[src/rtl/wb_arb_pkg.sv]
`default_nettype none
// +--------------------------------------------------------------------+
// | wb_arb_pkg : shared state encoding and helpers for wb_port_arbiter  |
// | Rev 1.0                                                            |
// +--------------------------------------------------------------------+
package wb_arb_pkg;

   typedef logic [1:0] state_t;

   localparam state_t IDLE  = 2'd0;
   localparam state_t GRANT = 2'd1;
   localparam state_t BUSY  = 2'd2;

   localparam int c_MIN_PORTS = 2;
   localparam int c_MAX_PORTS = 8;

   function automatic int clog2(input int n);
      int r;
      r = 0;
      for (int i = 0; i < 31; i++) begin
         if ((1 << i) < n) begin
            r = i + 1;
         end
      end
      return r;
   endfunction

endpackage : wb_arb_pkg
`default_nettype wire

[src/rtl/wb_rr_pick.sv]
`default_nettype none
// +--------------------------------------------------------------------+
// | wb_rr_pick : combinational round-robin picker, search from last+1   |
// | Rev 1.0                                                            |
// +--------------------------------------------------------------------+
module wb_rr_pick
   import wb_arb_pkg::*;
#(
   parameter int NR_OF_PORTS = 4,
   parameter int ID_W        = 2
) (
   input  logic [NR_OF_PORTS-1:0] req_i,
   input  logic [ID_W-1:0]        last_i,
   output logic [NR_OF_PORTS-1:0] win_oh_o,
   output logic [ID_W-1:0]        win_id_o,
   output logic                   valid_o
);

   logic [ID_W:0]   sum_d;
   logic [ID_W-1:0] idx_d;

   // Walk from farthest to nearest so the port closest to last+1 overwrites.
   always_comb begin
      win_oh_o = '0;
      win_id_o = '0;
      valid_o  = 1'b0;
      sum_d    = '0;
      idx_d    = '0;
      for (int k = NR_OF_PORTS; k >= 1; k--) begin
         sum_d = {1'b0, last_i} + (ID_W+1)'(k);
         if (sum_d >= (ID_W+1)'(NR_OF_PORTS)) begin
            sum_d = sum_d - (ID_W+1)'(NR_OF_PORTS);
         end
         idx_d = sum_d[ID_W-1:0];
         if (req_i[idx_d]) begin
            win_oh_o        = '0;
            win_oh_o[idx_d] = 1'b1;
            win_id_o        = idx_d;
            valid_o         = 1'b1;
         end
      end
   end

endmodule : wb_rr_pick
`default_nettype wire

[src/rtl/wb_port_arbiter.sv]
`default_nettype none
// +--------------------------------------------------------------------+
// | wb_port_arbiter : round-robin owner of the shared SDRAM FIFO path   |
// | Rev 1.0                                                            |
// +--------------------------------------------------------------------+
module wb_port_arbiter
   import wb_arb_pkg::*;
#(
   parameter int NR_OF_PORTS = 4,
   parameter int ID_W        = 2
) (
   input  logic                   wb_clk,
   input  logic                   wb_rst,
   input  logic [NR_OF_PORTS-1:0] req_i,
   input  logic [NR_OF_PORTS-1:0] idle_i,
   input  logic                   ext_stall_i,
   output logic [NR_OF_PORTS-1:0] stall_o,
   output logic [NR_OF_PORTS-1:0] grant_o,
   output logic [ID_W-1:0]        grant_id_o,
   output logic                   busy_o
);

   generate
      if ((ID_W != clog2(NR_OF_PORTS)) ||
          (NR_OF_PORTS < c_MIN_PORTS) || (NR_OF_PORTS > c_MAX_PORTS)) begin : g_param_check
         $error("wb_port_arbiter: NR_OF_PORTS must be 2..8 and ID_W = clog2(NR_OF_PORTS)");
      end
   endgenerate

   state_t                   state_q;
   logic [NR_OF_PORTS-1:0]   grant_q;
   logic [ID_W-1:0]          grant_id_q;
   logic [ID_W-1:0]          last_q;
   logic                     busy_q;

   logic [NR_OF_PORTS-1:0]   win_oh_d;
   logic [ID_W-1:0]          win_id_d;
   logic                     win_vld_d;

   wb_rr_pick #(
      .NR_OF_PORTS (NR_OF_PORTS),
      .ID_W        (ID_W)
   ) u_pick (
      .req_i    (req_i),
      .last_i   (last_q),
      .win_oh_o (win_oh_d),
      .win_id_o (win_id_d),
      .valid_o  (win_vld_d)
   );

   // grant_id_q is left holding the last owner on release; only grant_o marks ownership.
   always_ff @(posedge wb_clk or posedge wb_rst) begin
      if (wb_rst) begin
         state_q    <= IDLE;
         grant_q    <= '0;
         grant_id_q <= '0;
         last_q     <= ID_W'(NR_OF_PORTS - 1);
         busy_q     <= 1'b0;
      end else begin
         case (state_q)
            IDLE: begin
               if (win_vld_d && !ext_stall_i) begin
                  grant_q    <= win_oh_d;
                  grant_id_q <= win_id_d;
                  busy_q     <= 1'b1;
                  state_q    <= GRANT;
               end
            end
            GRANT: begin
               if (!idle_i[grant_id_q]) begin
                  state_q <= BUSY;
               end else if (!req_i[grant_id_q]) begin
                  grant_q <= '0;
                  last_q  <= grant_id_q;
                  busy_q  <= 1'b0;
                  state_q <= IDLE;
               end
            end
            BUSY: begin
               if (idle_i[grant_id_q]) begin
                  grant_q <= '0;
                  last_q  <= grant_id_q;
                  busy_q  <= 1'b0;
                  state_q <= IDLE;
               end
            end
            default: begin
               grant_q <= '0;
               busy_q  <= 1'b0;
               state_q <= IDLE;
            end
         endcase
      end
   end

   // Combinational so an SDRAM-side stall hits the owner in the same cycle.
   assign stall_o    = ~grant_q | {NR_OF_PORTS{ext_stall_i}};
   assign grant_o    = grant_q;
   assign grant_id_o = grant_id_q;
   assign busy_o     = busy_q;

endmodule : wb_port_arbiter
`default_nettype wire
[config.mk]
export PLATFORM = sky130hd
export DESIGN_NAME = wb_port_arbiter
export DESIGN_NICKNAME = d
export VERILOG_FILES = /design/src/rtl/wb_arb_pkg.sv /design/src/rtl/wb_rr_pick.sv /design/src/rtl/wb_port_arbiter.sv
export SDC_FILE = /design/constraint.sdc
export NUM_CORES = 1
export LEC_CHECK = 0
export ABC_AREA = 1
export CORE_MARGIN = 1
export CORE_UTILIZATION = 53
export CTS_CLUSTER_SIZE = 25
export DETAILED_ROUTE_END_ITERATION = 7
export PLACE_DENSITY_LB_ADDON = 0.12
export REMOVE_ABC_BUFFERS = 1
export SYNTH_ARGS = -nofsm -noshare
export SYNTH_HDL_FRONTEND = slang
export SYNTH_SLANG_ARGS = --single-unit
export TNS_END_PERCENT = 30
[constraint.sdc]
create_clock -name wb_clk -period 4 [get_ports wb_clk]
set_clock_uncertainty 0.15 [all_clocks]
set_input_delay 0.6 -clock wb_clk [delete_from_list [all_inputs] [get_ports wb_clk]]
set_output_delay 0.6 -clock wb_clk [all_outputs]
set_load 0.02 [all_outputs]
==> run_1/logic_types.png <==
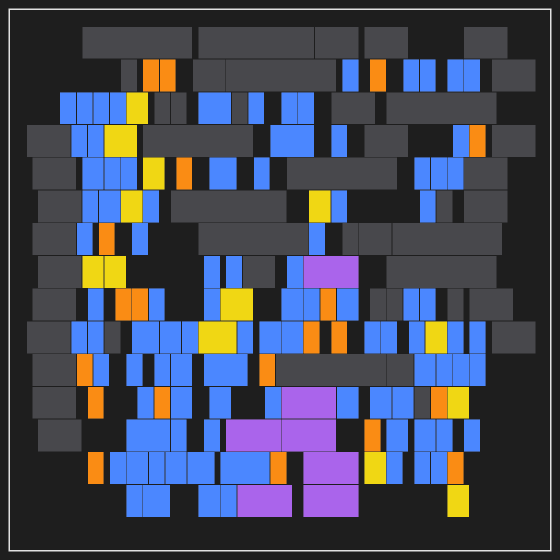
| family | colour | cells |
|---|---|---|
| adder and majority cells | purple | 7 |
| inverting AOI/OAI gates | yellow | 13 |
| inverters | orange | 20 |
| NAND gates | blue | 94 |
Top cell excl fill/tap: nand2_1
final std cells w/o fill: 206
logic share of the area: 50.1%

==> run_1/flops_by_reg.png <==
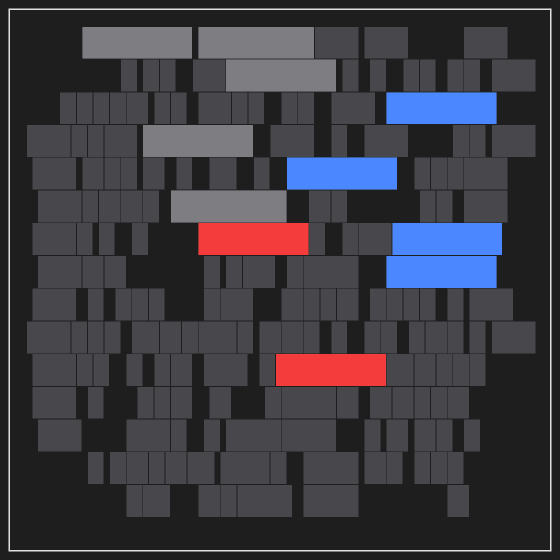
| signal | colour | placed flops |
|---|---|---|
| grant_id_o | red | 2 |
| grant_o | blue | 4 |
not coloured: 5
Layout Utilization: 72.0%
total sequential power: 228 uW
flop share of the area: 22.4%

==> run_1/clk_routes.png <==
The bar under the picture is 10 um long.
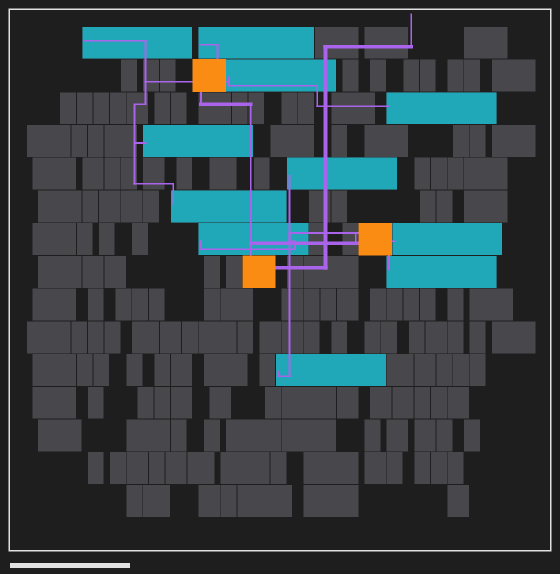
[clock wires] purple | length: 157 um
[flip-flops] cyan | count: 11
[clock drivers] orange | count: 3
routed clock nets: 4
Clk pwr share: 7.5%
Clk power: 76.1 uW
clk_lat worst skew: 0.27 ns

==> results.toml, run 1 <==
# physical design summary
[flow_run]
maxCapViolations = 0
warnings = 31

[yosys]
yosysChipArea_um2 = 975
ys_top_logic_family = "simple AND/OR/NAND/NOR gates"
async_flop_share_pct = 100
top_cells_by_count = "66 x nand2_1, 19 x nand3_1, 17 x inv_1"
yosys_warnings = 0
syn_avg_cell_area_um2 = 6.25
synth_area_um2 = 975
ys.flops = 11
ys_sh_xor_pct = 0
yosys.area.top_type_share_pct = 25.4
synth_cell_types = 19
flop_cell = "dfrtp_1"
yosys.area_share.aoi_pct = 7.57
adder_share_pct = 8.99
ys_sh_simple_pct = 47.2

[timing]
clock.fmax_mhz = 386
max-slew-margin-rel_pct = 72.0
tns_ns = 0
finalClockPeriodUsage_pct = 64.8
final_max_slew_viol_count = 0
worst_pin_slew_ns = 0.420

[cells_and_area]
comb_cells = 125
n_clock_buffer = 4
mi_logic_area_um2 = 622
largest_reg_flops = 4
final_area_mm2 = 0.00124
top_area_cell_class = "combinational gates"
nets = 200
antenna_cells = 0
buffer_area_share_pct = 16.9

[floorplanning]
dieArea_mm2 = 0.00201
ios = 22
initial_core_util_pct = 56.4
coreArea_mm2 = 0.00173
tap_cells = 25

[worst_setup_path]
cp-endpoint = "stall_o[3]"
end_kind = "primary output"
critPathKind = "in2out"
cp_slowest_stage_delay_ns = 0.59
crit_path_start = "ext_stall_i"
ff2ff_setup_slack_ns = 1.75
crit_required_ns = 3.25
crit_fanout = 6
path_cells = "clkdlybuf4s50_1 > inv_1 > nand2_1 > clkdlybuf4s50_1"
critical_path_cell_count = 4
cp_num_buf_inv = 3

[pwr]
seqPwrFrac_pct = 22.4
pwr-share-comb_pct = 70.1
p_sw_uw = 549
leakagePower_nw = 0.671
total_power_mw = 1.02
maxPowerGroup = "combinational cells"
swShare_pct = 54.0

[outcome]
status = "finished clean"

[worst_hold_path]
whs_path_depth = 2
min_path_type = "reg2reg"
hold_path.startpoint = "busy_o"

[place]
hpwl_um = 1820
gp_congestion = 0.929
place_area_mm2 = 0.00122

[clock_network]
cts_resized = 0
clk_pin_slew_ns = 0.07
cts_max_path_buffers = 2
cts_tree = "built"
cts_root_buffer = "clkbuf_4"
cts-buffers-inserted = 3

[routing]
route.detailed.drc = 0
antenna_left = 0
routedWlPerCell_um = 11.2
drtPass1Iterations = 4

[grt]
grt_max_degree = 12
use_met3_pct = 5.20
grt_first_pass_wirelength_um = 3850
grt_usage_pct = 26.8
grt_pass1_vias = 924
antenna_found_initial = 0
==> run_1/sizes.png <==
The bar under the picture is 10 um long.
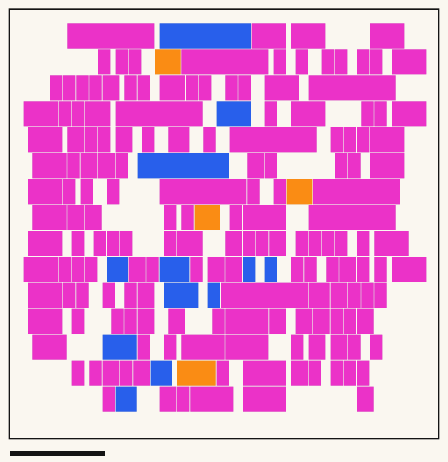

==> run 2: changes to the inputs <==
Settings changed: CORE_UTILIZATION 53 to 44.
Clock period 4 ns to 2.2 ns, I/O delays scaled along.
==> run_2/sizes.png <==
The bar under the picture is 10 um long.
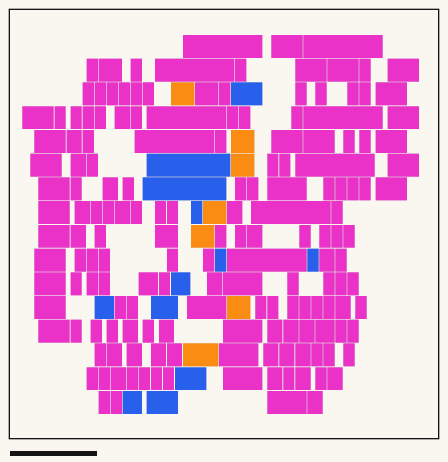
| size | colour | cells |
|---|---|---|
| _3 and _4 cells | orange | 7 |
| _2 cells | blue | 12 |
| _0 and _1 cells | magenta | 165 |
Non-CTS buffers: 24
Setup WS post-layout: 0.132 ns

==> run_2/logic_types.png <==
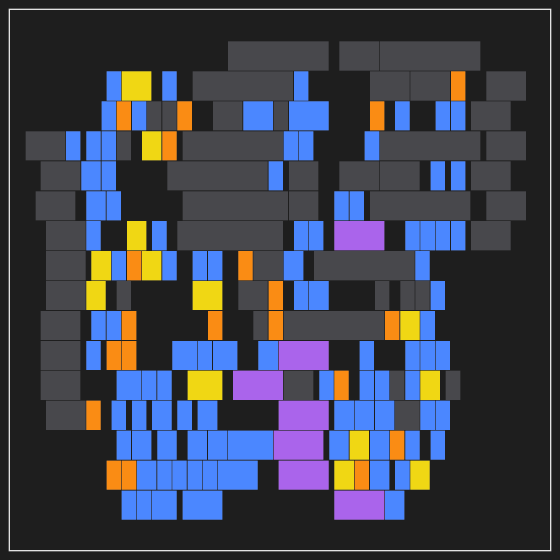
| family | colour | cells |
|---|---|---|
| NAND gates | blue | 94 |
| adder and majority cells | purple | 7 |
| inverters | orange | 20 |
| inverting AOI/OAI gates | yellow | 13 |
logic share of the area: 49.1%
final std cells w/o fill: 211

==> results.toml, run 2 <==
# physical design summary
[yosys]
top_cells_by_count = "66 x nand2_1, 19 x nand3_1, 17 x inv_1"
yosys_warnings = 0
ys_top_logic_family = "simple AND/OR/NAND/NOR gates"
async_flop_share_pct = 100
syn_avg_cell_area_um2 = 6.25
yosys.area_share.aoi_pct = 7.57
ys_sh_xor_pct = 0
yosysChipArea_um2 = 975
ys.flops = 11
synth_area_um2 = 975
ys_sh_simple_pct = 47.2

[pwr]
swShare_pct = 53.2
seqPwrFrac_pct = 20.0
maxPowerGroup = "combinational cells"
clock_power_uw = 132
powerSeq_uw = 374
pwr-share-comb_pct = 73.0
p_sw_uw = 996

[routing]
route.detailed.drc = 0
antenna_left = 0
routedWlPerCell_um = 10.8

[clock_network]
cts_max_path_buffers = 2
cts_root_buffer = "clkbuf_4"
cts_resized = 0
cts_tree = "built"
cts-buffers-inserted = 3
clk_pin_slew_ns = 0.07

[floorplanning]
dieArea_mm2 = 0.00241
tap_cells = 27
coreArea_mm2 = 0.00202
initial_core_util_pct = 48.2
ios = 22

[timing]
clock.fmax_mhz = 483
max-slew-margin-rel_pct = 74.0
worst_pin_slew_ns = 0.390
final_max_slew_viol_count = 0
finalClockPeriodUsage_pct = 94.0
tns_ns = 0

[grt]
grt_first_pass_wirelength_um = 3930
grt_pass1_vias = 1012
grt_usage_pct = 20.9
grt_max_degree = 12
use_met3_pct = 3.12

[flow_run]
maxCapViolations = 0

[cells_and_area]
comb_cells = 125
buffer_area_share_pct = 18.4
lay_top_count = "nand2_1"
nets = 203
seq_area_share_pct = 21.9
final_area_mm2 = 0.00127
antenna_cells = 0
largest_reg_flops = 4
final_util_pct = 62.7
mi_logic_area_um2 = 622

[worst_setup_path]
ff2ff_setup_slack_ns = 0.13
crit_fanout = 8
path_cells = "inv_2 > ha_1 > inv_1 > nand3_1 > nand2_2 > inv_1 > nand3_1 > nand2_1 > nand2_1 > nand2_1 > nand2_1 > nand2_1"
critPathKind = "reg2reg"
crit_path_start = "last_q[0]"
cp_slowest_stage_delay_ns = 0.54
cp_num_buf_inv = 3
crit_required_ns = 2.20
end_kind = "flip-flop"

[worst_hold_path]
min_path_type = "in2async"

[place]
gp_congestion = 0.897
hpwl_um = 1860

[outcome]
status = "finished clean"
==> run_2/clocks.png <==
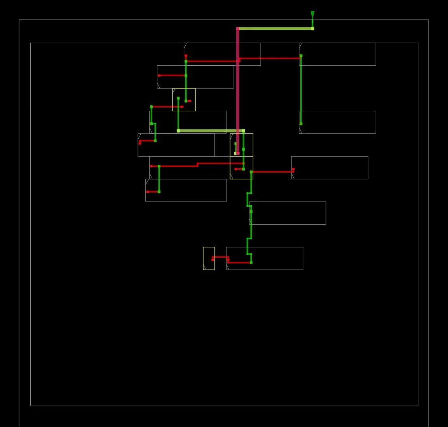

==> run 3: changes to the inputs <==
Settings changed: CELL_PAD_IN_SITES_DETAIL_PLACEMENT from default to 1, CELL_PAD_IN_SITES_GLOBAL_PLACEMENT from default to 1, CORE_UTILIZATION 44 to 30, SETUP_SLACK_MARGIN from default to 0.15.
==> run_3/clocks.png <==
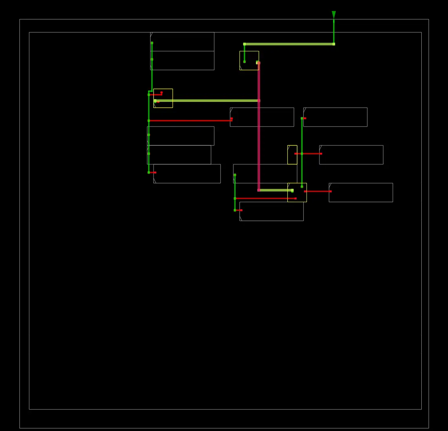
clock buffer count: 4
Clock Sinks: 11
Flops: 11

==> run_3/sizes.png <==
The bar under the picture is 20 um long.
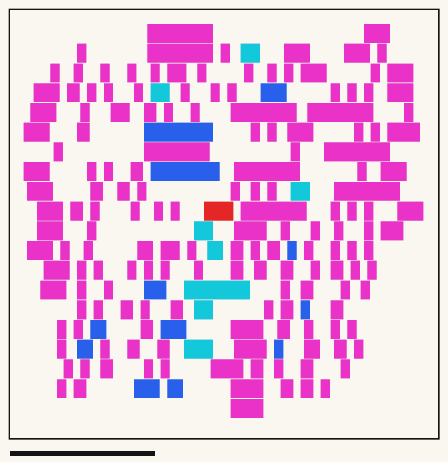
| size | colour | cells |
|---|---|---|
| _0 and _1 cells | magenta | 163 |
| _6 and larger | red | 1 |
| _2 cells | blue | 12 |
| _3 and _4 cells | cyan | 8 |
Setup WS post-layout: 0.166 ns
Post-Layout Inst Area: 0.00131 mm^2

==> results.toml, run 3 <==
# physical design summary
[outcome]
status = "finished clean"

[cells_and_area]
mi_logic_area_um2 = 634
comb_cells = 125
seq_area_share_pct = 21.2
drive_above_1_share_pct = 11.4
buffers = 24
final_util_pct = 42.5
lay_top_count = "nand2_1"
largest_reg_flops = 4
antenna_cells = 0
buffer_area_share_pct = 18.2
comb_share_pct = 48.5
nets = 203
stdcell_count = 228

[worst_setup_path]
crit_fanout = 6
crit_required_ns = 1.72
path_cells = "clkdlybuf4s50_1 > inv_1 > nand2_1 > clkdlybuf4s50_1"
crit_path_start = "ext_stall_i"
cp_slowest_stage_delay_ns = 0.59
cp_num_buf_inv = 3
crit_slowest_cell = "clkdlybuf4s50_1"
end_kind = "primary output"
ff2ff_setup_slack_ns = 0.30
critPathKind = "in2out"
crit_path_frequent_cell = "clkdlybuf4s50_1"

[yosys]
synth_area_um2 = 975
top_area_cell = "nand2_1"
ys_sh_xor_pct = 0
ys_sh_simple_pct = 47.2
synth-edff-count = 0
yosys.area_share.aoi_pct = 7.57
top_cells_by_count = "66 x nand2_1, 19 x nand3_1, 17 x inv_1"
adder_share_pct = 8.99
yosys_warnings = 0
ys_top_logic_family = "simple AND/OR/NAND/NOR gates"
yosysChipArea_um2 = 975
async_flop_share_pct = 100
synth_top_cell_by_count = "nand2_1"
ys.flops = 11
syn_avg_cell_area_um2 = 6.25

[flow_run]
warnings = 33
maxCapViolations = 0

[grt]
grt_max_degree = 12
use_met3_pct = 3.49
grt_pass1_vias = 1096
grt_usage_pct = 17.2
grt_first_pass_wirelength_um = 4600
top_usage_layer = "met2"

[routing]
route.detailed.drc = 0
routedWlPerCell_um = 11.5
met1_length_um = 1160
maxUsedRoutingLayer = "met4"
antenna_left = 0
drt_iter0_markers = 33

[clock_network]
cts-buffers-inserted = 3
cts_tree = "built"
cts_root_buffer = "clkbuf_4"
cts_max_path_buffers = 2
cts_resized = 1
clk_pin_slew_ns = 0.06

[floorplanning]
coreArea_mm2 = 0.00308
tap_cells = 44
row_count = 20
dieArea_mm2 = 0.00348
ios = 22
initial_core_util_pct = 31.7

[place]
hpwl_um = 2240
dp.cells = 224
gp_congestion = 0.869

[pwr]
pwr-share-comb_pct = 73.3
p_sw_mw = 1.02
swShare_pct = 52.9
clock_power_uw = 134
ir_drop_uv = 489
powerDensity_mw_per_mm2 = 1470
power_frac_clock_pct = 7.0
powerSeq_uw = 380
seqPwrFrac_pct = 19.8
maxPowerGroup = "combinational cells"

[timing]
clock.fmax_mhz = 492
final_max_slew_viol_count = 0
max-slew-margin-rel_pct = 72.3
finalClockPeriodUsage_pct = 92.5
tns_ns = 0
whs_ns = 0.199
worst_pin_slew_ns = 0.415
grt_setup_unrepaired = "true"

[worst_hold_path]
min_path_type = "in2async"
Power figures rest on the tool's default switching activity, not on a simulated workload.
